## config.mk

```make
export PLATFORM = sky130hd
export DESIGN_NAME = spi_master_arbiter
export DESIGN_NICKNAME = d
export VERILOG_FILES = /design/src/rtl/spi_master_arbiter.sv
export SDC_FILE = /design/constraint.sdc
export NUM_CORES = 1
export LEC_CHECK = 0
export ABC_AREA = 1
export CORE_ASPECT_RATIO = 0.6
export CORE_MARGIN = 2
export CORE_UTILIZATION = 40
export CTS_CLUSTER_SIZE = 14
export DETAILED_ROUTE_END_ITERATION = 10
export PLACE_DENSITY = 0.84
export SLEW_MARGIN = 20
export SYNTH_ARGS = -nofsm -noshare
export SYNTH_HDL_FRONTEND = slang
export SYNTH_SLANG_ARGS = --single-unit
```

## constraint.sdc

```tcl
create_clock -name clk -period 1.7 [get_ports clk]
set_clock_uncertainty 0.15 [all_clocks]
set_input_delay 0.34 -clock clk [delete_from_list [all_inputs] [get_ports clk]]
set_output_delay 0.34 -clock clk [all_outputs]
set_load 0.01 [all_outputs]
```

## src/rtl/spi_master_arbiter.sv

```systemverilog
// Two-requester round-robin arbiter in front of a shared SPI byte engine.
// Owns the active-low slave selects and applies setup/hold guard times
// around each burst; received bytes are returned to the granted requester.
//
// Ports:
//   clk, rst          system clock, asynchronous active-low reset
//   req_valid/last/data/ready   per-requester byte stream (bit/byte i = requester i)
//   gnt               one-hot current owner, 0 when idle
//   rsp_valid/data    one-cycle pulse with the received byte for the owner
//   core_start/tx     start pulse and transmit byte to the byte engine
//   core_done/rx      completion pulse and received byte from the byte engine
//   ss_n              active-low slave selects, ss_n[i] for requester i
module spi_master_arbiter #(
  parameter int unsigned SS_SETUP = 2,
  parameter int unsigned SS_HOLD  = 2
) (
  input  logic        clk,
  input  logic        rst,
  input  logic [1:0]  req_valid,
  input  logic [1:0]  req_last,
  input  logic [15:0] req_data,
  output logic [1:0]  req_ready,
  output logic [1:0]  gnt,
  output logic [1:0]  rsp_valid,
  output logic [7:0]  rsp_data,
  output logic        core_start,
  output logic [7:0]  core_tx,
  input  logic        core_done,
  input  logic [7:0]  core_rx,
  output logic [1:0]  ss_n
);

  localparam int unsigned CNT_W = 4;
  localparam logic [CNT_W-1:0] SETUP_LAST = CNT_W'(SS_SETUP - 1);
  // Hold runs one cycle past SS_HOLD so select rises SS_HOLD+1 edges after the final done.
  localparam logic [CNT_W-1:0] HOLD_LAST  = CNT_W'(SS_HOLD);

  typedef enum logic [2:0] {IDLE, SETUP, START, WAIT, HOLD} state_t;

  state_t           state_q, state_d;
  logic [CNT_W-1:0] cnt_q, cnt_d;
  logic             prio_q, prio_d;
  logic             last_q, last_d;
  logic [1:0]       gnt_q, gnt_d;
  logic [1:0]       ss_n_q, ss_n_d;
  logic             core_start_q, core_start_d;
  logic [7:0]       core_tx_q, core_tx_d;
  logic [1:0]       rsp_valid_q, rsp_valid_d;
  logic [7:0]       rsp_data_q, rsp_data_d;

  logic             g_idx;
  logic             win_c;

  // Owner index from the one-hot grant; winner favours prio only on a tie.
  assign g_idx = gnt_q[1];
  assign win_c = (req_valid == 2'b11) ? prio_q : req_valid[1];

  assign req_ready  = (state_q == START) ? gnt_q : 2'b00;
  assign gnt        = gnt_q;
  assign ss_n       = ss_n_q;
  assign core_start = core_start_q;
  assign core_tx    = core_tx_q;
  assign rsp_valid  = rsp_valid_q;
  assign rsp_data   = rsp_data_q;

  // State and output registers.
  always_ff @(posedge clk or negedge rst) begin
    if (!rst) begin
      state_q      <= IDLE;
      cnt_q        <= '0;
      prio_q       <= 1'b0;
      last_q       <= 1'b0;
      gnt_q        <= 2'b00;
      ss_n_q       <= 2'b11;
      core_start_q <= 1'b0;
      core_tx_q    <= 8'h00;
      rsp_valid_q  <= 2'b00;
      rsp_data_q   <= 8'h00;
    end else begin
      state_q      <= state_d;
      cnt_q        <= cnt_d;
      prio_q       <= prio_d;
      last_q       <= last_d;
      gnt_q        <= gnt_d;
      ss_n_q       <= ss_n_d;
      core_start_q <= core_start_d;
      core_tx_q    <= core_tx_d;
      rsp_valid_q  <= rsp_valid_d;
      rsp_data_q   <= rsp_data_d;
    end
  end

  // Next-state and next-output logic.
  always_comb begin
    state_d      = state_q;
    cnt_d        = cnt_q;
    prio_d       = prio_q;
    last_d       = last_q;
    gnt_d        = gnt_q;
    ss_n_d       = ss_n_q;
    core_start_d = 1'b0;
    core_tx_d    = core_tx_q;
    rsp_valid_d  = 2'b00;
    rsp_data_d   = rsp_data_q;

    unique case (state_q)
      IDLE: begin
        if (|req_valid) begin
          gnt_d   = 2'b01 << win_c;
          ss_n_d  = ~(2'b01 << win_c);
          cnt_d   = '0;
          state_d = SETUP;
        end
      end
      SETUP: begin
        if (cnt_q == SETUP_LAST) begin
          cnt_d   = '0;
          state_d = START;
        end else begin
          cnt_d = cnt_q + CNT_W'(1);
        end
      end
      START: begin
        if (req_valid[g_idx]) begin
          core_tx_d    = g_idx ? req_data[15:8] : req_data[7:0];
          core_start_d = 1'b1;
          last_d       = req_last[g_idx];
          state_d      = WAIT;
        end
      end
      WAIT: begin
        if (core_done) begin
          rsp_data_d  = core_rx;
          rsp_valid_d = gnt_q;
          cnt_d       = '0;
          state_d     = last_q ? HOLD : START;
        end
      end
      HOLD: begin
        if (cnt_q == HOLD_LAST) begin
          ss_n_d  = 2'b11;
          gnt_d   = 2'b00;
          prio_d  = ~g_idx;
          cnt_d   = '0;
          state_d = IDLE;
        end else begin
          cnt_d = cnt_q + CNT_W'(1);
        end
      end
      default: state_d = IDLE;
    endcase
  end

endmodule

```

Signal wires on met1:
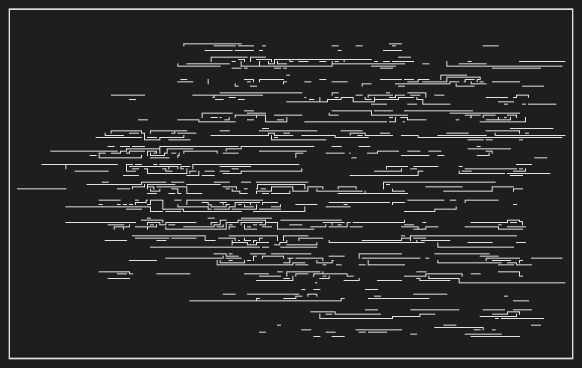
- main direction: horizontal
- wire length on this layer: 1860 µm
met1 Use GR: 23.73%
final WL: 4058 µm
via count: 1491

The clock network:
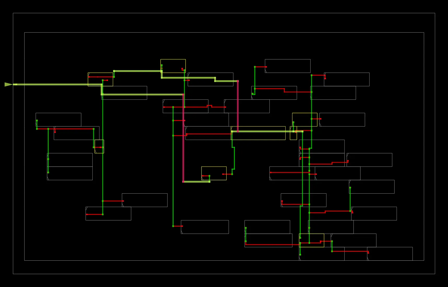
Late-Pin Clk Latency: 280 ps
CTS Sinks: 32

Metal 2:
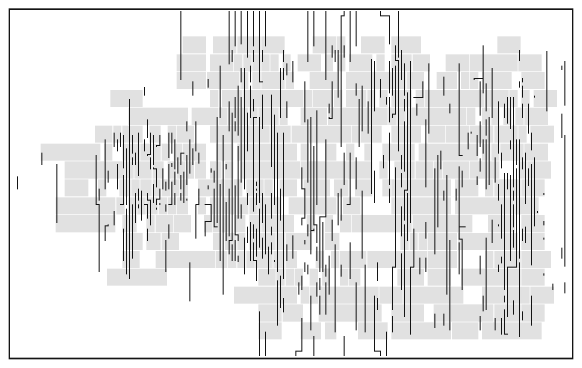
- main direction: vertical
- wire length on this layer: 1820 µm
- longest straight run: 27.2 µm
- nets with wire on the layer: 247
GRT met2 Usage: 27.86%

Cell sizes after repair:
Scale bar: 20 µm.
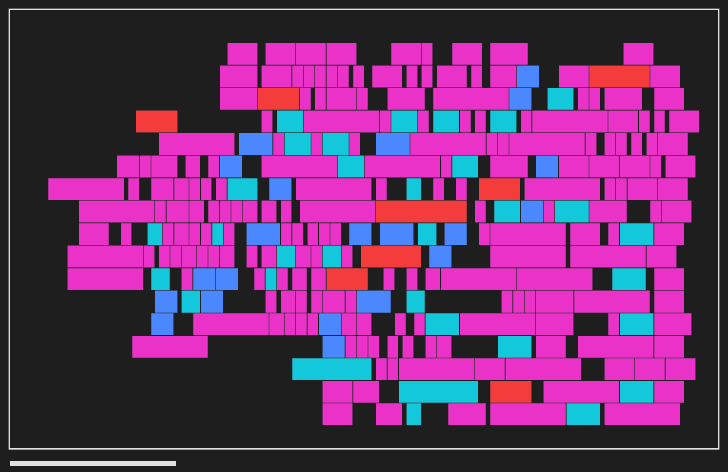
- cyan: _2 cells (cells 32; share 12%)
- red: _6 and larger (cells 8; share 3.0%)
- blue: _3 and _4 cells (cells 21; share 7.9%)
- magenta: _0 and _1 cells (cells 206; share 77%)
bufs w/o clock: 73
Finished Cell Area: 0.002484 mm²
min setup slack post-route: 28.06 ps
Area Overhead vs Synth: 55.81%

Signal wires by layer:
Only two layers are drawn.
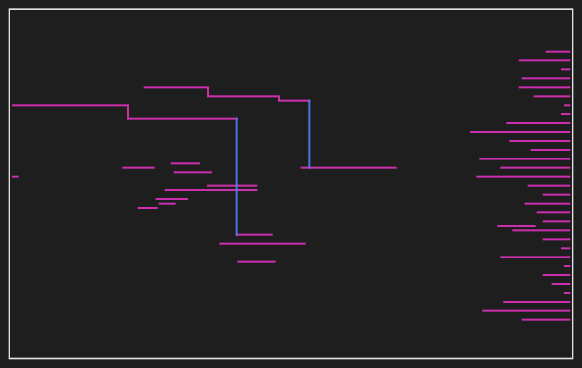
- blue: metal 4 (wire length 27.9 µm)
- magenta: metal 3 (wire length 351 µm)
Tot GR Track Use: 18.31%
routed length per instance: 12.92 µm

==> flow_metrics.env <==
# physical design summary
export IMPL_ys_sh_simple_pct=26.37
export IMPL_cts_resized=13
export IMPL_grt_antenna_before_repair=0
export IMPL_instances_no_fill=314
export IMPL_cp_max_fo=2
export IMPL_ys_seq_share_pct=50.39
export IMPL_clk_power_mw=0.710
export IMPL_max_stage_delay_ps=540
export IMPL_overflow=0
export IMPL_p_seq_mw=1.29
export IMPL_die_h_um=52.90
export IMPL_critical_path_class="flop to output pin"
export IMPL_highest_layer="met4"
export IMPL_max_freq_mhz=598.1
export IMPL_portBuffers=55
export IMPL_topCellsByArea="dfrtp_1 47%, nand2_1 17%, mux2_2 5.7%, o21ai_2 4.9%, inv_1 4.7%"
export IMPL_status="complete, no violations"
export IMPL_grt_pass1_wl_um=6127
export IMPL_ir_worst_vdd_mv=0.9608
export IMPL_cts_root_buf="clkbuf_8"
export IMPL_post_synth_instance_area_mm2=0.001594
export IMPL_nClkBuffers=6
export IMPL_top_logic_kind="simple AND/OR/NAND/NOR gates"
export IMPL_power_frac_comb_pct=53.2
export IMPL_htree_levels=2
export IMPL_drcViolationCount=0
export IMPL_tns_ps=0
export IMPL_die_w_um=85.50
export IMPL_viasPerCell=4.748
export IMPL_drt_antenna_violating_nets=0
export IMPL_setup_viol=0
export IMPL_warnings=28
